==> src/rtl/alu_pkg.sv <==
`default_nettype none
// ============================================================================
//  Module      : alu_pkg
//  Description : Shared types for the ALU issue stage: opcode and state
//                enums, instruction field positions, the instruction struct
//                and an immediate-extraction helper.
//  Revision    : 1.0  initial release
// ============================================================================
package alu_pkg;

    // Opcodes carried in instr[15:12]; 7..14 are illegal.
    typedef enum logic [3:0] {
        OP_ADD  = 4'd0,
        OP_SUB  = 4'd1,
        OP_AND  = 4'd2,
        OP_OR   = 4'd3,
        OP_SLT  = 4'd4,
        OP_XOR  = 4'd5,
        OP_LI   = 4'd6,
        OP_HALT = 4'd15
    } op_e;

    // Instruction field positions
    localparam int unsigned C_OP_MSB  = 15;
    localparam int unsigned C_OP_LSB  = 12;
    localparam int unsigned C_RD_MSB  = 11;
    localparam int unsigned C_RD_LSB  = 9;
    localparam int unsigned C_RS1_MSB = 8;
    localparam int unsigned C_RS1_LSB = 6;
    localparam int unsigned C_RS2_MSB = 5;
    localparam int unsigned C_RS2_LSB = 3;
    localparam int unsigned C_IMM_MSB = 7;
    localparam int unsigned C_IMM_LSB = 0;

    typedef enum logic [0:0] {
        ST_RUN  = 1'b0,
        ST_HALT = 1'b1
    } state_e;

    // The 8-bit LI immediate overlaps rs1[1:0], rs2 and the low pad field,
    // so it is rebuilt from those fields rather than stored separately.
    typedef struct packed {
        logic [3:0] op;      // [15:12]
        logic [2:0] rd;      // [11:9]
        logic [2:0] rs1;     // [8:6]
        logic [2:0] rs2;     // [5:3]
        logic [2:0] imm_lo;  // [2:0]
    } instr_t;

    function automatic logic [7:0] instr_imm(input instr_t i);
        return {i.rs1[1:0], i.rs2, i.imm_lo};
    endfunction

endpackage
`default_nettype wire

==> src/rtl/alu_regfile.sv <==
`default_nettype none
// ============================================================================
//  Module      : alu_regfile
//  Description : 8 x DATA_W register file, r0 hardwired to zero.
//                Ports: clk, rst_n (async active-low); two combinational
//                read ports (rd_addr_a/b -> rd_data_a/b); a debug read port
//                (dbg_addr -> dbg_data); one write port (wr_en, wr_addr,
//                wr_data) committed on the rising edge.
//  Revision    : 1.0  initial release
// ============================================================================
module alu_regfile #(
    parameter int DATA_W = 8
) (
    input  logic              clk,
    input  logic              rst_n,
    input  logic [2:0]        rd_addr_a,
    output logic [DATA_W-1:0] rd_data_a,
    input  logic [2:0]        rd_addr_b,
    output logic [DATA_W-1:0] rd_data_b,
    input  logic [2:0]        dbg_addr,
    output logic [DATA_W-1:0] dbg_data,
    input  logic              wr_en,
    input  logic [2:0]        wr_addr,
    input  logic [DATA_W-1:0] wr_data
);

    logic [DATA_W-1:0] w_regs [8];

    // r0 has no storage; writes addressed to it simply fall away.
    assign w_regs[0] = '0;

    for (genvar gi = 1; gi < 8; gi++) begin : g_reg
        logic [DATA_W-1:0] reg_q;
        logic [DATA_W-1:0] reg_d;

        always_comb begin
            reg_d = reg_q;
            if (wr_en && (wr_addr == 3'(gi))) begin
                reg_d = wr_data;
            end
        end

        always_ff @(posedge clk or negedge rst_n) begin
            if (!rst_n) begin
                reg_q <= '0;
            end else begin
                reg_q <= reg_d;
            end
        end

        assign w_regs[gi] = reg_q;
    end

    // Reads see committed state only; a same-cycle write is not bypassed.
    assign rd_data_a = w_regs[rd_addr_a];
    assign rd_data_b = w_regs[rd_addr_b];
    assign dbg_data  = w_regs[dbg_addr];

endmodule
`default_nettype wire

==> src/rtl/alu_issue_stage.sv <==
`default_nettype none
// ============================================================================
//  Module      : alu_issue_stage
//  Description : Decode / operand-fetch / writeback stage in front of an
//                8-bit combinational ALU. One EX register drives the ALU;
//                its result is written back on the following edge.
//                Ports: clk, rst_n (async active-low); instr_valid/
//                instr_ready/instr handshake; resume (HALT -> RUN);
//                alu_a/alu_b/alu_op to the ALU, alu_result back; ex_valid,
//                halted status; dbg_addr/dbg_data register peek;
//                illegal_cnt (saturating), retire_cnt (wrapping).
//  Revision    : 1.0  initial release
// ============================================================================
module alu_issue_stage
    import alu_pkg::*;
#(
    parameter int DATA_W = 8,
    parameter int CNT_W  = 16
) (
    input  logic              clk,
    input  logic              rst_n,
    input  logic              instr_valid,
    output logic              instr_ready,
    input  logic [15:0]       instr,
    input  logic              resume,
    output logic [DATA_W-1:0] alu_a,
    output logic [DATA_W-1:0] alu_b,
    output logic [3:0]        alu_op,
    input  logic [DATA_W-1:0] alu_result,
    output logic              ex_valid,
    output logic              halted,
    input  logic [2:0]        dbg_addr,
    output logic [DATA_W-1:0] dbg_data,
    output logic [7:0]        illegal_cnt,
    output logic [CNT_W-1:0]  retire_cnt
);

    state_e            state_q,       state_d;
    logic              ex_valid_q,    ex_valid_d;
    logic [2:0]        ex_rd_q,       ex_rd_d;
    logic [DATA_W-1:0] alu_a_q,       alu_a_d;
    logic [DATA_W-1:0] alu_b_q,       alu_b_d;
    logic [3:0]        alu_op_q,      alu_op_d;
    logic [7:0]        illegal_cnt_q, illegal_cnt_d;
    logic [CNT_W-1:0]  retire_cnt_q,  retire_cnt_d;

    instr_t            w_instr;
    logic              w_accept;
    logic              w_is_alu;
    logic              w_is_li;
    logic              w_is_halt;
    logic [DATA_W-1:0] w_rf_a;
    logic [DATA_W-1:0] w_rf_b;
    logic [DATA_W-1:0] w_rs1_val;
    logic [DATA_W-1:0] w_rs2_val;

    assign w_instr   = instr_t'(instr);
    assign w_is_alu  = (w_instr.op <= 4'd5);
    assign w_is_li   = (w_instr.op == OP_LI);
    assign w_is_halt = (w_instr.op == OP_HALT);
    assign w_accept  = instr_valid && (state_q == ST_RUN);

    // Ready drops while reset is held even though the state already reads RUN.
    assign instr_ready = (state_q == ST_RUN) && rst_n;

    alu_regfile #(
        .DATA_W (DATA_W)
    ) u_regfile (
        .clk       (clk),
        .rst_n     (rst_n),
        .rd_addr_a (w_instr.rs1),
        .rd_data_a (w_rf_a),
        .rd_addr_b (w_instr.rs2),
        .rd_data_b (w_rf_b),
        .dbg_addr  (dbg_addr),
        .dbg_data  (dbg_data),
        .wr_en     (ex_valid_q),
        .wr_addr   (ex_rd_q),
        .wr_data   (alu_result)
    );

    // Operand select: r0 wins over forwarding, forwarding over the file.
    // The EX instruction has not committed yet, so its result is taken
    // straight from the ALU.
    always_comb begin
        w_rs1_val = w_rf_a;
        if (w_instr.rs1 == 3'd0) begin
            w_rs1_val = '0;
        end else if (ex_valid_q && (ex_rd_q == w_instr.rs1)) begin
            w_rs1_val = alu_result;
        end

        w_rs2_val = w_rf_b;
        if (w_instr.rs2 == 3'd0) begin
            w_rs2_val = '0;
        end else if (ex_valid_q && (ex_rd_q == w_instr.rs2)) begin
            w_rs2_val = alu_result;
        end
    end

    always_comb begin
        state_d       = state_q;
        ex_valid_d    = 1'b0;
        ex_rd_d       = ex_rd_q;
        alu_a_d       = alu_a_q;
        alu_b_d       = alu_b_q;
        alu_op_d      = alu_op_q;
        illegal_cnt_d = illegal_cnt_q;
        retire_cnt_d  = retire_cnt_q;

        // Whatever sits in EX now is written back at this edge.
        if (ex_valid_q) begin
            retire_cnt_d = retire_cnt_q + CNT_W'(1);
        end

        case (state_q)
            ST_RUN: begin
                if (w_accept) begin
                    if (w_is_alu) begin
                        ex_valid_d = 1'b1;
                        ex_rd_d    = w_instr.rd;
                        alu_a_d    = w_rs1_val;
                        alu_b_d    = w_rs2_val;
                        alu_op_d   = w_instr.op;
                    end else if (w_is_li) begin
                        // The immediate passes through the ALU as imm + 0.
                        ex_valid_d = 1'b1;
                        ex_rd_d    = w_instr.rd;
                        alu_a_d    = DATA_W'(instr_imm(w_instr));
                        alu_b_d    = '0;
                        alu_op_d   = OP_ADD;
                    end else if (w_is_halt) begin
                        state_d = ST_HALT;
                    end else if (illegal_cnt_q != 8'hFF) begin
                        illegal_cnt_d = illegal_cnt_q + 8'd1;
                    end
                end
            end
            ST_HALT: begin
                if (resume) begin
                    state_d = ST_RUN;
                end
            end
            default: state_d = ST_RUN;
        endcase
    end

    always_ff @(posedge clk or negedge rst_n) begin
        if (!rst_n) begin
            state_q       <= ST_RUN;
            ex_valid_q    <= 1'b0;
            ex_rd_q       <= '0;
            alu_a_q       <= '0;
            alu_b_q       <= '0;
            alu_op_q      <= '0;
            illegal_cnt_q <= '0;
            retire_cnt_q  <= '0;
        end else begin
            state_q       <= state_d;
            ex_valid_q    <= ex_valid_d;
            ex_rd_q       <= ex_rd_d;
            alu_a_q       <= alu_a_d;
            alu_b_q       <= alu_b_d;
            alu_op_q      <= alu_op_d;
            illegal_cnt_q <= illegal_cnt_d;
            retire_cnt_q  <= retire_cnt_d;
        end
    end

    assign alu_a       = alu_a_q;
    assign alu_b       = alu_b_q;
    assign alu_op      = alu_op_q;
    assign ex_valid    = ex_valid_q;
    assign halted      = (state_q == ST_HALT);
    assign illegal_cnt = illegal_cnt_q;
    assign retire_cnt  = retire_cnt_q;

endmodule
`default_nettype wire

==> config.mk <==
export PLATFORM = sky130hd
export DESIGN_NAME = alu_issue_stage
export DESIGN_NICKNAME = d
export VERILOG_FILES = /design/src/rtl/alu_pkg.sv /design/src/rtl/alu_regfile.sv /design/src/rtl/alu_issue_stage.sv
export SDC_FILE = /design/constraint.sdc
export NUM_CORES = 1
export LEC_CHECK = 0
export ABC_CLOCK_PERIOD_IN_PS = 1950
export CAP_MARGIN = 0
export CORE_AREA = 2 2 122 124
export CTS_CLUSTER_DIAMETER = 200
export DETAILED_ROUTE_END_ITERATION = 12
export DIE_AREA = 0 0 124 126
export HOLD_SLACK_MARGIN = 0.1
export PLACE_DENSITY = 0.66
export SLEW_MARGIN = 20
export SYNTH_ARGS = -nofsm -noshare
export SYNTH_HDL_FRONTEND = slang
export SYNTH_HIERARCHICAL = 1
export SYNTH_SLANG_ARGS = --single-unit
export TNS_END_PERCENT = 50
==> constraint.sdc <==
create_clock -name clk -period 1.95 [get_ports clk]
set_clock_uncertainty 0.05 [all_clocks]
set_input_delay 0.39 -clock clk [delete_from_list [all_inputs] [get_ports clk]]
set_output_delay 0.39 -clock clk [all_outputs]
set_load 0.01 [all_outputs]
Run 1, congestion heat map:
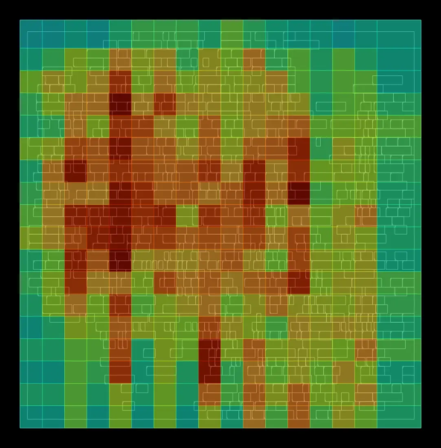
M1 GR Usage: 0.314
GRT Overall Usage: 0.244
met3 Usage GRT: 0.0340

Run 1, met4 routing:
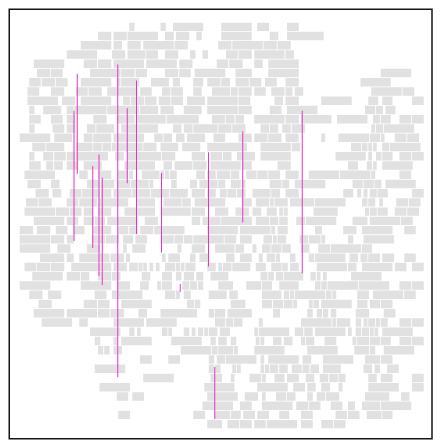
- longest straight run: 91.8 microns
- share of all routed wire: 2.5%

==> run_results.csv, run 1 <==
group,metric,value,unit
floorplanning,chipArea,15600,sq um
floorplanning,initCoreUtil,0.435,
hold_path,min_to,"retire_cnt[15]$_DFFE_PN0P_",
timing,post-route-period-util,1.02,
final_layout,fill_cells,1232,
worst_setup_path,critPathMaxFanout,2,
detailed_routing,drc,0,
worst_setup_path,cp_slowest_stage_delay,0.38,ns
synthesis,avgSynthCellArea,11.6,sq um
worst_setup_path,start_kind,"flip-flop",
final_layout,final_nets,740,
synthesis,top_cell_area_share,0.422,
synthesis,top_cells_by_area,"dfrtp_1 42%, mux2_2 17%, mux2i_1 6.6%",
global_routing,grt_pass1_vias,5264,
final_layout,lay_top_count,"dfrtp_1",
synthesis,synth-area-yosys,6220,sq um
worst_setup_path,r2r-end,"u_regfile/g_reg[5].reg_q[1]$_DFFE_PN0P_",
worst_setup_path,slowest_stage,"dfrtp_1",
final_layout,synthToLayoutAreaGrowth,35.9,%
synthesis,syn_inst,535,
placed_design,dp_hpwl,13100,microns
power,pwr-share-clk,0.215,
power,p_seq,3.71,mW
synthesis,yosys_warnings,6,
global_routing,grt-ovfl-total,0,
clock_network,clk_pin_slew,0.07,ns
power,combPwrFrac,0.397,
timing,worst_slack,-0.0416,ns
clock_network,htreeDepth,3,
worst_setup_path,rrSetupSlack,0.06,ns
final_layout,final_cell_mix,"105 x dfrtp_1, 99 x buf_4, 89 x mux2_2, 69 x clkdlybuf4s50_1, 40 x mux2i_1",
status,outcome,"finished with violations",
timing,final-hold-violation-count,0,
timing,final-setup-viol-count,5,
floorplanning,io_pins,86,
clock_network,post_cts_buffers,6,
synthesis,most_common_cell,"dfrtp_1",
placed_design,pre_cts_ws,-0.839,ns
timing,finalMaxSlewViolations,0,
status,violations,"setup timing",
Run 1, pin map:
Pins as bars across the die edge, other pins in gray.
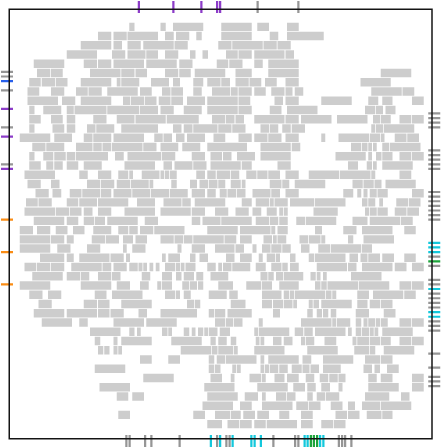
- dbg_data: purple (pins 8; direction output; edge 5 top, 3 left)
- alu_op: green (pins 4; direction output; edge 3 bottom, 1 right)
- clk: blue (pins 1; direction input; edge left)
- instr: cyan (pins 16; direction input; edge 10 bottom, 6 right)
- dbg_addr: orange (pins 3; direction input; edge left)
- all pins by edge: 39 right, 28 bottom, 12 left, 7 top
die width: 124 microns
Die H: 126 microns

[run 1: cell families (layout without fill, tap and decap cells)]
| kind of cell | count (synthesis) | count (layout) | synth area share |
|---|---|---|---|
| multiplexers | 142 | 142 | 0.254 |
| AND/OR/NAND/NOR | 110 | 110 | 0.0973 |
| flip-flops | 105 | 105 | 0.422 |
| AND-OR/OR-AND | 99 | 99 | 0.129 |
| buffers and inverters | 48 | 224 | 0.0525 |
| XOR/XNOR | 29 | 29 | 0.0408 |
| adder cells (fa/ha/maj) | 2 | 2 | 0.00402 |
[run 1: worst max-delay path by stage]
stage                                       to  cells past startpoint
floorplan           illegal_cnt[1]$_DFFE_PN0P_                      4
global placement                   dbg_data[1]                      7
detailed placement                 dbg_data[1]                      7
CTS                                dbg_data[7]                      4
global route                       dbg_data[0]                      4
finish                             dbg_data[0]                      4
[run 1: layer usage]
| layer | up-vias | routed length, microns | share of wire | GRT usage |
|---|---|---|---|---|
| li1 | 2355 | - | - | - |
| met1 | 2588 | 7690 | 0.41 | 0.314 |
| met2 | 202 | 9400 | 0.50 | 0.415 |
| met3 | 33 | 1100 | 0.059 | 0.0340 |
| met4 | 0 | 463 | 0.025 | 0.0899 |
| met5 | - | 0 | 0 | 0 |
[run 1: registers in the layout, indices dropped and copies added (netlist names)]
| register | cells |
|---|---|
| illegal_cnt | 8 |
| alu_b | 8 |
| retire_cnt | 16 |
| alu_op | 4 |
| halted | 1 |
| ex_rd_q | 3 |
| ex_valid | 1 |
| u_regfile/g.reg_q | 56 |
| alu_a | 8 |
[run 1: cell type report]
cell class,count,area [sq um],area share
multi-input cells,382,3440,0.407
flip-flops and latches,105,2630,0.311
repair buffers,196,1780,0.210
clock buffers,12,236,0.0280
well taps,184,230,0.0272
clock inverters,3,90.1,0.0107
inverters,13,48.8,0.00577
Run 1, clock distribution:
Bar = 20 microns.
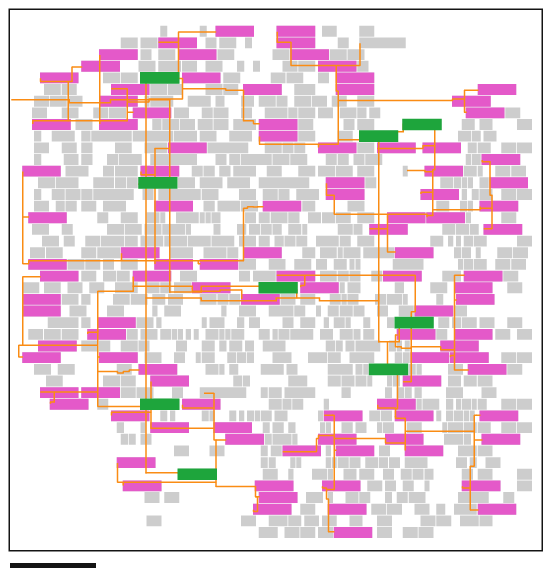

==> run 2: changes to the inputs <==
--- a/config.mk
+++ b/config.mk
@@ -7,12 +7,11 @@
 export LEC_CHECK = 0
 export ABC_CLOCK_PERIOD_IN_PS = 1950
 export CAP_MARGIN = 0
-export CORE_AREA = 2 2 122 124
+export CORE_AREA = 2 2 88 174
 export CTS_CLUSTER_DIAMETER = 200
 export DETAILED_ROUTE_END_ITERATION = 12
-export DIE_AREA = 0 0 124 126
+export DIE_AREA = 0 0 90 176
 export HOLD_SLACK_MARGIN = 0.1
-export PLACE_DENSITY = 0.66
 export SLEW_MARGIN = 20
 export SYNTH_ARGS = -nofsm -noshare
 export SYNTH_HDL_FRONTEND = slang
Run 2, clock distribution:
Bar = 20 microns.
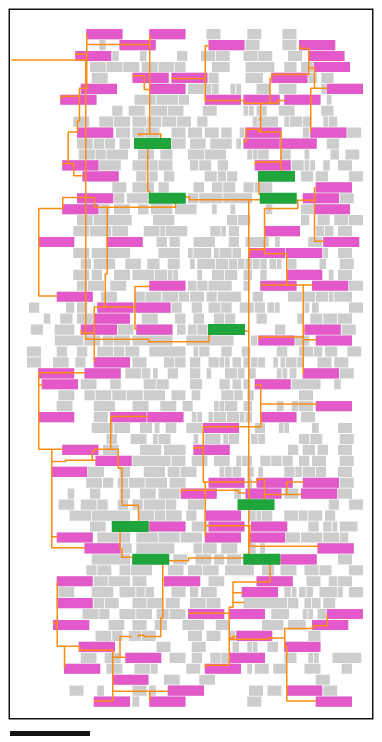
- flip-flops: magenta (count 105)
- clock wires: orange (length 1310 microns)
- clock-net drivers: green (count 9)
- routed clock nets: 10
- flops lie: widely spread
Late-Pin Clk Latency: 0.35 ns
clock power share: 0.197
Clk. pwr: 1.85 mW

Run 2, where the registers sit:
Other sequential cells in the stronger gray, the rest of the logic in the fainter gray.
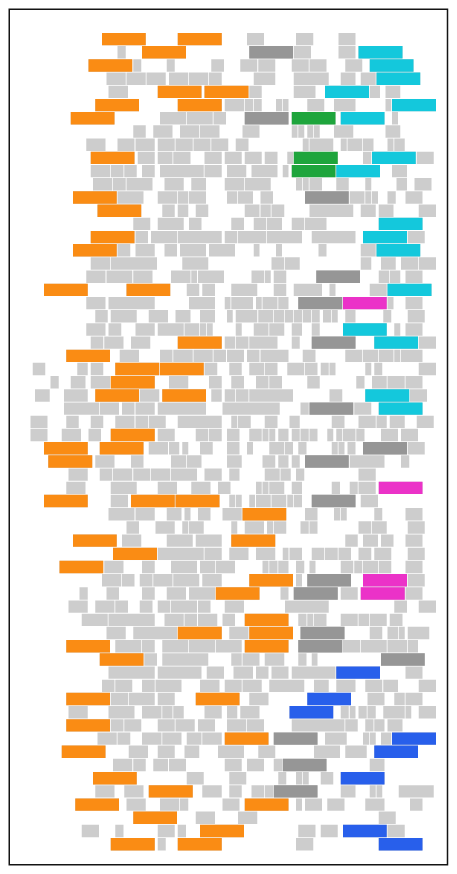
- retire_cnt: cyan (flops 16; where upper right)
- illegal_cnt: blue (flops 8; where lower right)
- u_regfile/g_reg.reg_q: orange (flops 56)
- alu_op: magenta (flops 4)
- ex_rd_q: green (flops 3)
- not colored: 18
final core occ: 0.591
Flop area: 2630 sq um

Run 2, pin map:
Pins as bars across the die edge, other pins in gray.
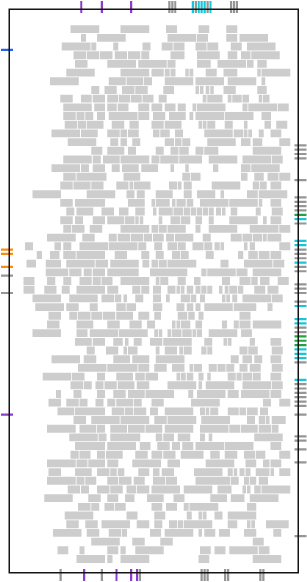
- dbg_data: purple (pins 8; direction output; edge 4 bottom, 3 top, 1 left)
- alu_op: green (pins 4; direction output; edge right)
- instr: cyan (pins 16; direction input; edge 11 right, 5 top)
- clk: blue (pins 1; direction input; edge left)
- dbg_addr: orange (pins 3; direction input; edge left)
- all pins by edge: 49 right, 16 top, 14 bottom, 7 left

==> run_results.csv, run 2 <==
group,metric,value,unit
clock_network,clk_pin_slew,0.08,ns
final_layout,largest_reg_flops,56,
final_layout,lay_top_count,"buf_4",
floorplanning,chipArea,15800,sq um
final_layout,synthToLayoutAreaGrowth,37.0,%
worst_setup_path,critPathMaxFanout,3,
final_layout,final_nets,747,
synthesis,synth-area-yosys,6220,sq um
floorplanning,io_pins,86,
final_layout,final_cell_mix,"107 x buf_4, 105 x dfrtp_1, 90 x mux2_2, 68 x clkdlybuf4s50_1, 41 x mux2i_1",
timing,final-hold-violation-count,0,
worst_setup_path,r2r-end,"u_regfile/g_reg[6].reg_q[4]$_DFFE_PN0P_",
placed_design,pre_cts_ws,-0.987,ns
timing,final-setup-viol-count,4,
global_routing,met3_usage,0.0367,
power,p_per_area,1100,nW/um^2
global_routing,grt_usage,0.241,
detailed_routing,ant_nets,0,
detailed_routing,via_count,5191,
clock_network,clock_path_buffers,2,
global_routing,grt-ovfl-total,0,
global_routing,grt_pass1_vias,5536,
floorplanning,initCoreUtil,0.431,
placed_design,dp_hpwl,13700,microns
worst_setup_path,rrSetupSlack,0.02,ns
worst_setup_path,start_kind,"flip-flop",
synthesis,ys_cells,535,
synthesis,top_cell_area_share,0.422,
synthesis,numSynthFlops,105,
global_routing,use_met2,0.453,
timing,finalMaxSlewViolations,0,
synthesis,synth.top_cells.by_count,"105 x dfrtp_1, 92 x mux2_2, 41 x mux2i_1, 38 x nand2_1, 24 x a221oi_1",
timing,worst_slack,-0.0739,ns
synthesis,edf_count,0,
floorplanning,die_w,90,microns
detailed_routing,viasPerCell,5.70,
global_routing,busiest_layer,"met2",
timing,post-route-period-util,1.04,
global_routing,globalRouteMet1Util,0.251,
synthesis,most_common_cell,"dfrtp_1",
synthesis,syn_inst,535,
synthesis,top_cells_by_area,"dfrtp_1 42%, mux2_2 17%, mux2i_1 6.6%",
synthesis,synth_cell_type_count,44,
status,outcome,"finished with violations",
clock_network,htreeDepth,3,
detailed_routing,drc,0,
worst_setup_path,critPathLaunch,"u_regfile/g_reg[3].reg_q[6]$_DFFE_PN0P_",
synthesis,yosys_warnings,6,
placed_design,place_congestion,0.919,
worst_setup_path,critPathCapture,"dbg_data[6]",
detailed_routing,drt-initial-drc-count,276,
status,violations,"setup timing",
synthesis,avgSynthCellArea,11.6,sq um
final_layout,largest_register,"u_regfile/g.reg_q",
floorplanning,die_h,176,microns
## run 2: cell counts after synthesis
No cell type changed its count.
## run 2: per-stage QoR
stage	cells	cell area, sq um	setup TNS, ns
floorplan	535	6220	0
global placement	879	7870	-15.71
detailed placement	879	7870	-16.47
CTS	905	8410	-0.293
global route	911	8530	-0.432
finish	911	8530	-0.145
## run 2: worst max-delay path: stages, from the launching register on
cell	delay (ns)
dfrtp_1	0.40
mux2_4	0.29
a221oi_4	0.32
a221oi_4	0.06
buf_2	0.16
## run 2: cells by family (layout without fill, tap and decap cells)
group,after synthesis,after routing,synth area share
muxes,142,142,0.254
and+or+nand+nor,110,110,0.0973
DFF,105,105,0.422
AOI/OAI and AO/OA,99,99,0.129
buffers and inverters,48,232,0.0525
xor gates and xnor gates,29,29,0.0408
adders and majority gates,2,2,0.00402
## run 2: per-layer routing
| layer | wire length, microns | vias up |
|---|---|---|
| met2 | 10200 | 184 |
| met4 | 1130 | 0 |
| met1 | 6930 | 2572 |
| met3 | 776 | 68 |
| met5 | 0 | - |
| li1 | - | 2367 |
## run 2: repair_timing
action | CTS | global route
cloned | 2 | 1
pin swaps | 10 | 8
setup endpoints to repair | 18 | 24
buffers inserted | 8 | 5
gates resized | 71 | 17
## run 2: layout make-up
| type | instances | area (sq um) |
|---|---|---|
| well taps | 192 | 240 |
| repair buffers | 203 | 1850 |
| clock inverters | 6 | 67.6 |
| fillers | 1253 | 5900 |
| inverters | 13 | 48.8 |
| clock buffers | 10 | 239 |
| flip-flops and latches | 105 | 2630 |
| multi-input cells | 382 | 3460 |
## run 2: power by group
group / switching, mW / internal [mW]
clock: 0.814 / 1.03
combinational: 1.60 / 2.25
sequential: 0.771 / 2.90
total: 3.18 / 6.18
Run 2, congestion heat map:
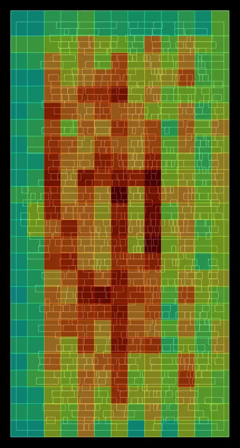

==> run 3: changes to the inputs <==
--- a/config.mk
+++ b/config.mk
@@ -9,8 +9,10 @@
 export CAP_MARGIN = 0
 export CORE_AREA = 2 2 88 174
 export CTS_CLUSTER_DIAMETER = 200
+export CTS_CLUSTER_SIZE = 28
 export DETAILED_ROUTE_END_ITERATION = 12
 export DIE_AREA = 0 0 90 176
+export DONT_BUFFER_PORTS = 1
 export HOLD_SLACK_MARGIN = 0.1
 export SLEW_MARGIN = 20
 export SYNTH_ARGS = -nofsm -noshare
Run 3, congestion heat map:
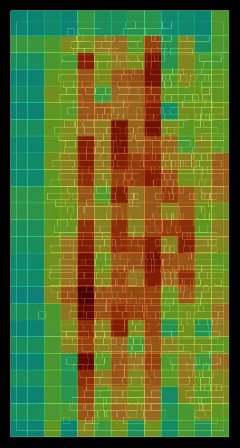
final core occ: 0.483
Top Usage Layer GRT: met2
M1 GR Usage: 0.227
Wirelength per Cell: 23.2 microns
met2 Usage GRT: 0.411

Run 3, met4 routing:
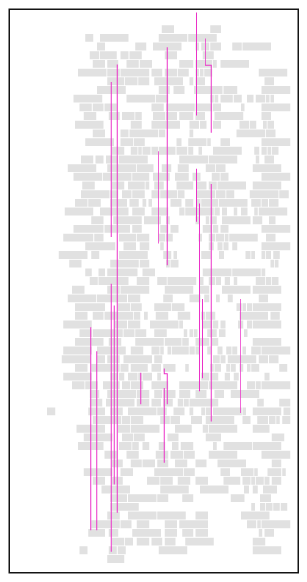
- wire length on this layer: 860 microns
- longest straight run: 140 microns
- nets with wire on the layer: 18
- share of all routed wire: 4.9%
final WL: 17500 microns
Vias: 4523

==> run_results.csv, run 3 <==
group,metric,value,unit
timing,post-route-min-period,2.12,ns
floorplanning,die_w,90,microns
timing,holdWs,-0.322,ns
floorplanning,std_cell_rows,62,
placed_design,dp_hpwl,12700,microns
final_layout,largest_reg_flops,56,
power,total_power,8.34,mW
status,violations,"hold timing, setup timing",
final_layout,synthToLayoutAreaGrowth,12.0,%
clock_network,htreeDepth,3,
synthesis,synth_cell_type_count,44,
worst_setup_path,critPathCapture,"dbg_data[6]",
timing,setup_tns,-0.704,ns
timing,finalMaxSlewViolations,0,
detailed_routing,drt-initial-drc-count,180,
clock_network,clk_pin_slew,0.07,ns
power,p_leak,3.04,nW
floorplanning,initCoreUtil,0.431,
clock_network,cts_made_buffers,9,
synthesis,synthesis.nets,568,
clock_network,ctsResizeCount,17,
worst_setup_path,reg2reg_depth,3,
final_layout,final_nets,591,
synthesis,ys_cells,535,
detailed_routing,viasPerCell,6.00,
power,p_sw_frac,0.350,
worst_setup_path,crit_family,"AND-OR/OR-AND gates",
detailed_routing,ant_nets,0,
global_routing,grt_pass1_vias,4747,
worst_setup_path,path_buffers,1,
synthesis,top_cell_area_share,0.422,
synthesis,synth-async-reset-ratio,1.00,
status,outcome,"finished with violations",
clock_network,insertion_delay,0.35,ns
timing,worst_slack,-0.172,ns
worst_setup_path,r2r-end,"u_regfile/g_reg[3].reg_q[2]$_DFFE_PN0P_",
job,warnings,32,
worst_setup_path,cp_slowest_stage_delay,0.40,ns
global_routing,grt-ovfl-total,0,
final_layout,drive_gt1_frac,0.342,
worst_setup_path,path_cells,"mux2_4 > a221oi_4 > a221oi_2 > buf_4",
synthesis,yosys_warnings,6,
worst_setup_path,rrSetupSlack,0.10,ns
worst_setup_path,cp.required,1.51,ns
power,pwr-share-clk,0.204,
power,p_switching,2.92,mW
placed_design,place_congestion,0.843,
synthesis,avgSynthCellArea,11.6,sq um
final_layout,largest_register,"u_regfile/g.reg_q",
synthesis,synth-area-yosys,6220,sq um
final_layout,final_cell_mix,"105 x dfrtp_1, 89 x mux2_2, 43 x buf_4, 41 x mux2i_1, 38 x nand2_1",
worst_setup_path,cp-end-kind,"output port",
synthesis,numSynthFlops,105,
power,p_per_area,1200,nW/um^2
worst_setup_path,r2r-start,"ex_valid$_DFF_PN0_",
synthesis,top_cells_by_area,"dfrtp_1 42%, mux2_2 17%, mux2i_1 6.6%",
synthesis,synth.top_cells.by_count,"105 x dfrtp_1, 92 x mux2_2, 41 x mux2i_1, 38 x nand2_1, 24 x a221oi_1",
worst_setup_path,cp.depth,4,
clock_network,post_cts_buffers,8,
synthesis,most_common_cell,"dfrtp_1",
synthesis,syn_inst,535,
power,combPwrFrac,0.334,
floorplanning,chipArea,15800,sq um
synthesis,flop_cell,"dfrtp_1",
floorplanning,io_pins,86,
placed_design,pre_cts_ws,-0.197,ns
clock_network,clock_path_buffers,2,
power,power_frac_seq,0.462,
global_routing,grt_usage,0.224,
timing,final-setup-viol-count,8,
final_layout,lay_top_count,"dfrtp_1",
floorplanning,die_h,176,microns
worst_setup_path,start_kind,"flip-flop",
timing,post-route-period-util,1.09,
job,cap_viol_max_count,0,
worst_setup_path,slowest_stage,"dfrtp_1",
power,p_int,5.42,mW
timing,final-hold-violation-count,105,
synthesis,edf_count,0,
worst_setup_path,critPathMaxFanout,2,
worst_setup_path,critPathLaunch,"u_regfile/g_reg[3].reg_q[6]$_DFFE_PN0P_",
detailed_routing,drc,0,
Run 3, where the registers sit:
Other sequential cells in the stronger gray, the rest of the logic in the fainter gray.
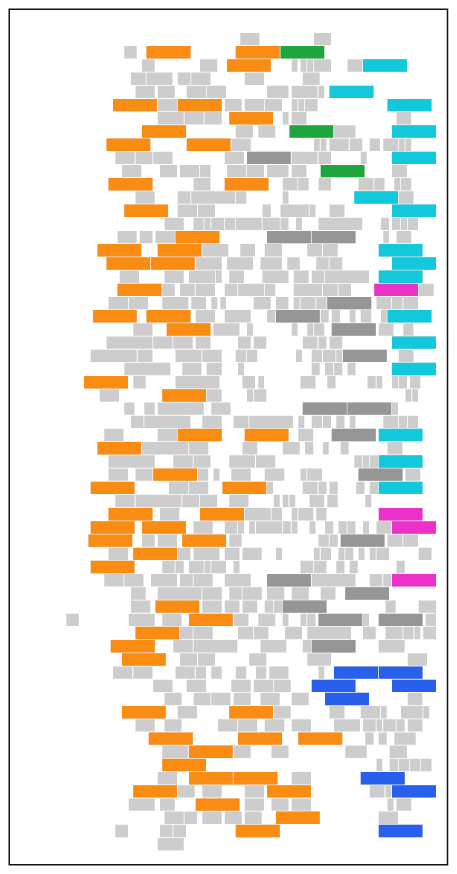
- illegal_cnt: blue (flops 8; where lower right)
- retire_cnt: cyan (flops 16)
- u_regfile/g_reg.reg_q: orange (flops 56)
- ex_rd_q: green (flops 3)
- alu_op: magenta (flops 4; where middle right)
- not colored: 18
Seq group: 3.85 mW
flop share of the area: 0.377

-- run 3: netlist changes by cell type in the layout (fill, tap and decap cells not counted), moves of 3 or more --
cell	before	now
a221oi_2	22	13
buf_2	9	0
o21ai_0	13	17
dlymetal6s2s_1	4	0
clkdlybuf4s50_1	68	0
buf_6	3	0
buf_4	107	43
dlygate4sd3_1	0	4
buf_12	6	0
a221oi_1	11	18
o21ai_1	4	0
-- run 3: routing by layer --
layer,vias to the layer above,share of wire,global-route usage,wire length [microns]
li1,2056,-,-,-
met1,2269,0.35,0.227,6210
met2,157,0.54,0.411,9520
met3,41,0.052,0.0632,910
met4,0,0.049,0.122,859
met5,-,0,0,0
-- run 3: kinds of logic after synthesis --
logic type,Yosys count,share of synthesized area
multiplexers,142,0.254
AND/OR/NAND/NOR,110,0.0973
flip-flops,105,0.422
AND-OR/OR-AND,99,0.129
buffers and inverters,48,0.0525
XOR/XNOR,29,0.0408
adder cells (fa/ha/maj),2,0.00402
-- run 3: layout make-up --
type,count,area [sq um]
Fill cell,1338,7460
Multi-Input combinational cell,382,3420
Sequential cell,105,2630
Tap cell,192,240
Timing Repair Buffer,47,363
Clock buffer,11,243
Clock inverter,4,30.0
Inverter,13,48.8
-- run 3: per-stage QoR --
step                      utilization  cells  area [sq um]
final                           0.483    754          6970
after global routing            0.483    754          6970
after CTS                       0.478    748          6900
after detailed placement        0.444    722          6410
after global placement          0.444    722          6410
after floorplan                     -    535          6220
-- run 3: power groups by stage --
stage | registers (mW) | clock network [mW] | logic [mW]
after global placement | 3.84 | 0 | 2.36
after floorplan | 3.58 | 0 | 1.96
after detailed placement | 3.88 | 0 | 2.41
after global routing | 3.96 | 1.86 | 2.99
final | 3.85 | 1.70 | 2.78
after CTS | 3.84 | 1.76 | 2.68
Power is estimated from default activity; no workload was simulated.
